Clock wiring as the flow saved it:
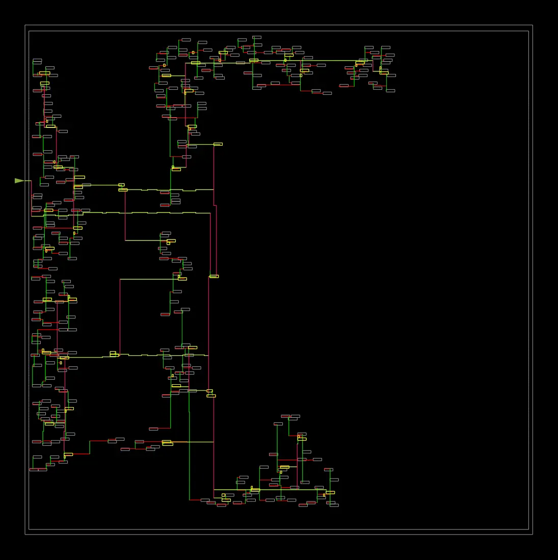
Signal wires on met3:
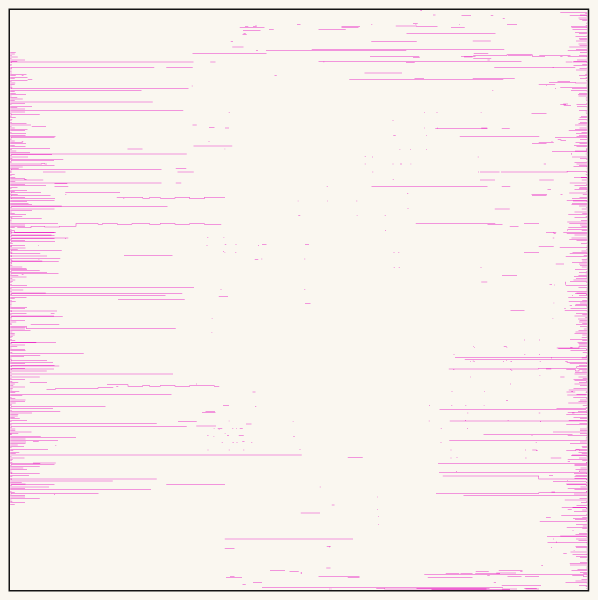
M2 wires:
Bar = 200 um.
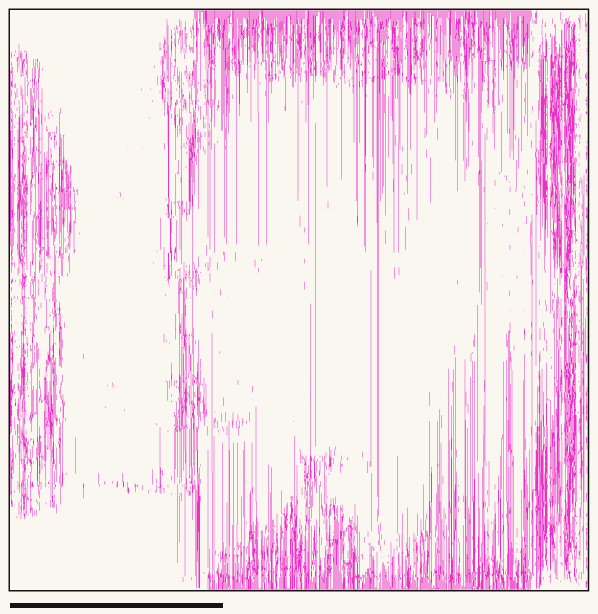
Power grid:
Bar = 200 um. Pins as bars on the die edge.
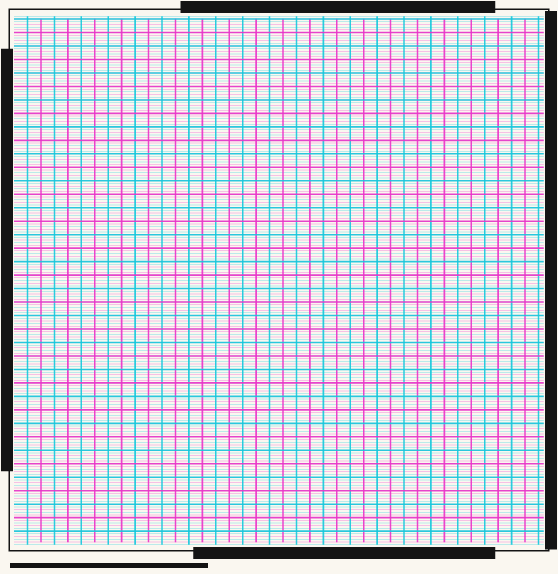
Routed metal, one colour a layer:
Bar = 200 um. Two of the layers only.
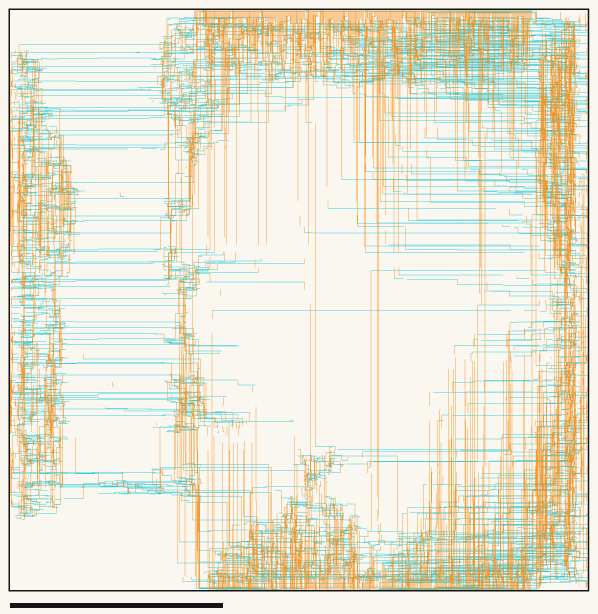
==> config.mk <==
export PLATFORM = sky130hd
export DESIGN_NAME = l1_pmem_arbiter_flat
export DESIGN_NICKNAME = d
export VERILOG_FILES = /design/src/rtl/l1_pmem_arbiter_if.sv /design/src/rtl/l1_pmem_arbiter.sv /design/src/flat_wrapper.sv
export SDC_FILE = /design/constraint.sdc
export NUM_CORES = 1
export LEC_CHECK = 0
export ABC_AREA = 1
export CAP_MARGIN = 25
export CORE_AREA = 4 4 539 541
export CTS_BUF_LIST = sky130_fd_sc_hd__clkbuf_16
export DETAILED_ROUTE_END_ITERATION = 10
export DIE_AREA = 0 0 543 545
export PLACE_DENSITY = 0.33
export SLEW_MARGIN = 20
export SYNTH_ARGS = -nofsm -noshare
export SYNTH_HDL_FRONTEND = slang
export SYNTH_SLANG_ARGS = --single-unit
==> constraint.sdc <==
create_clock -name clk -period 2.12 [get_ports clk]
set_input_delay 0.212 -clock clk [delete_from_list [all_inputs] [get_ports clk]]
set_output_delay 0.212 -clock clk [all_outputs]
set_load 0.005 [all_outputs]
==> impl_metrics.tcl <==
# metrics dict for downstream scripts
set metrics [dict create \
    result_of_the_run "complete, but fails checks" \
    violations "setup timing" \
    layout.cells.most_common_list "clkdlybuf4s50_1 (1040), nand2_1 (623), nor2_1 (407)" \
    yosysWarnings 0 \
    final.period_utilization_pct 134 \
    drt-met1-wl_um 77100 \
    most_common_library_cell_in_the_layout_ignoring_fill_and_taps "clkdlybuf4s50_1" \
    antenna_violations_before_repair 108 \
    critical_path_buf_inv_count 6 \
    share_clk_of_total_power_pct 17.3 \
    placer_s_final_routability_congestion_estimate 0.882 \
    grt_max_degree 62 \
    fmax_mhz 351 \
    critical_path.slowest_cell "clkdlybuf4s50_1" \
    grt_pass1_wl_um 229000 \
    warnings 31 \
    final-comb-area_sq_mm 0.00645 \
    path_depth_of_the_worst_reg2reg_path 9 \
    post-place-cells 7427 \
    htree_levels 2 \
    ys_async_sr_fraction_pct 100 \
    number_of_max_cap_violations 0 \
    yosys.area_share.adder_pct 0.324 \
    drive_gt1_share_pct 17.9 \
    chip_area_sq_mm 0.296 \
    final_layout_non_clock_buffer_area_share_pct 44.2 \
    end_kind "primary output" \
    routed_via_density 2.83 \
    crit_required_ps 1910 \
    post_synth_mux_area_share_pct 0 \
    clk_latency_ps 610 \
    number_of_cells_in_the_finished_layout_apart_from_fillers 7563 \
    post-dp-hpwl_um 164000 \
    nonClockBufferCount 1622 \
    holdCritPathClass "input pin to flop" \
    preCtsSetupSlack_ps -916 \
    powerSeq_w 0.0101 \
    leakagePower_nw 18.0 \
    power.density_mw_per_mm2 1050 \
    synth-area-yosys_sq_mm 0.0154 \
    met3_wl_um 16900 \
    path_max_fanout 6 \
    row_count 196 \
    first_global_vias 21900 \
    yosys.area_share.simple_pct 30.2 \
    ff_latch_area_sq_mm 0.00733 \
    comb_power_w 0.0227 \
    syn-mean-instance-area_sq_um 6.84 \
    n_sequential_cell 293 \
    synth.yosys.seq_area_share_pct 47.5 \
    postSynthCellCount 2255 \
    finalWorstSetupSlack_ps -729 \
    max_reg_flops 256 \
    nFillCells 32900 \
    largest_class "non-clock buffers" \
    hold_path_stages 3 \
    and_or_or_and_cells_area_fraction_pct 8.58 \
    grtUsageMet1_pct 14.0 \
    critical_path_cell_count 9 \
    seq_power_share_pct 25.5 \
    report.final.hold_viol_count 0 \
    switching_share_pct 41.8 \
    comb_share_pct 17.1 \
    ys_cells 2255 \
    combPwrFrac_pct 57.3 \
    netlist_top_cells_count "nand2_1 (625), nor2_1 (514), inv_1 (329)" \
    finalSetupViolations 514 \
    wl_met2_um 87800 \
    routed.top_layer "met5" \
    synthesized_nets 2841 \
    fp-utilization_pct 5.42 \
    critical_path.cell_chain "inv_2, buf_6, ha_4, nand2_8, buf_12, clkbuf_16, clkbuf_16, nor2_1, clkdlybuf4s50_1" \
    antenna_left 0 \
    cts_tree "yes" \
    clock_cell_area_share_pct 3.35 \
    ys_seq_elements 293 \
    global_route.peak_usage_layer "met2" \
    unrepaired_setup_endpoints_after_global_routing "true" \
    worst_setup_hold_path_clk_slew_ps 60 \
    power_report.internal_total_w 0.0231 \
    enable_flop_cells 0 \
    seq-cell-share_pct 19.5 \
    dr.pass1.iters 5 \
    net-switching-power_w 0.0165 \
    netlist-cell-type-count 21 \
    grt_overflow_total 0 \
    clk_root_buffer_cell "clkbuf_16" \
    xor_area_share_pct 0 \
    critical_path_class "flop to primary output" \
    crit_path_start_kind "flop" \
    min_period_ps 2850 \
    top_area_share_pct 47.3 \
    comb_cells 1476 \
    num_io_pins 1386 \
    worst-r2r-setup-slack_ps 100 \
    cp_common_cell "clkbuf_16" \
    n_antenna_cell 7 \
    cts_num_sinks 293 \
    num-nets-final 4349 \
    clockBufferDepth 3 \
    number_of_port_buffers 1385 \
    syn2layout_area_growth_pct 144 \
    power-top-group "combinational logic" \
    worst_slew_margin_rel_pct 47.5 \
    tap_cells 3762 \
    worst_slew_pin_slew_ps 787 \
    timing.critical_path.slowest_cell_delay_ps 530 \
    n_all_inverters 330 \
    top_area_cell "dfrtp_1" \
    remaining_drc_errors 0 \
    worst_ep_arrival_time_ps 2640 \
    critical-path-top-delay-family "buffers and inverters" \
    synth_dominant_cell_count "nand2_1" \
]
-- 'clock wiring as the flow saved it' (at the start) --
reported clock group power: 0.00683 W
number of clock buffers inserted by TritonCTS: 40
number of clock buffers in the layout: 40
Final Skew: 20.8 ps

-- 'signal wires on met3' (at the start) --
The layer holds 9.0% of the routed length. The longest straight run is 274 um.
met3 usage: 4.33%
total number of vias: 21.4k
Total Wirelength: 189000 um

-- 'M2 wires' (at the start) --
The layer carries 87.8 mm of wire. The longest straight run is 457 um. The layer holds 47% of the routed length.
met2 Usage GRT: 19.5%

-- 'power grid' (at the start) --
Key: cyan = VSS; magenta = VDD
197 met1 rails follow the rows. 1386 signal pins sit on the boundary.
worst voltage drop across the vdd grid: 641 uV
die height: 545 um
Chip Width: 543 um
CORE AREA: 0.285 sq mm

-- 'routed metal, one colour a layer' (at the start) --
Key: cyan = met1 [wire length 77.1 mm]; orange = met2 [wire length 87.8 mm]
average wire length per cell after detail routing: 24.9 um
total global-route track usage: 11.7%

-- repair_timing --
item,4_1_cts,5_1_grt
cloned,0,17
gates resized,215,561
pin swaps,3,4
endpoints found under the hold margin,40,0
endpoints found under the setup margin,514,543
setup buffers,5,34
hold buffers,1,0
-- worst register-to-register path, cell delays in order, from the launching register on --
cell     delay, ps
dfrtp_1        400
inv_2          100
buf_4          110
ha_1           270
inv_8          100
nor2_8         320
buf_12         220
buf_12         210
nand2_1        160
nand2_1        100
-- through the flow --
step	util, %	area (sq um)	hold WS [ps]	power (W)	setup TNS (ps)
finish	13.2	37600	135	0.0396	-257550
global route	13.2	37600	87.1	0.0426	-336050
detailed placement	12.4	35400	299	0.0324	-310880
CTS	12.9	36800	71.5	0.0398	-377380
global placement	12.4	35400	289	0.0325	-313030
floorplan	-	15400	-83.6	0.0162	0
No activity file was given, so power comes from the tool's default toggle rates.
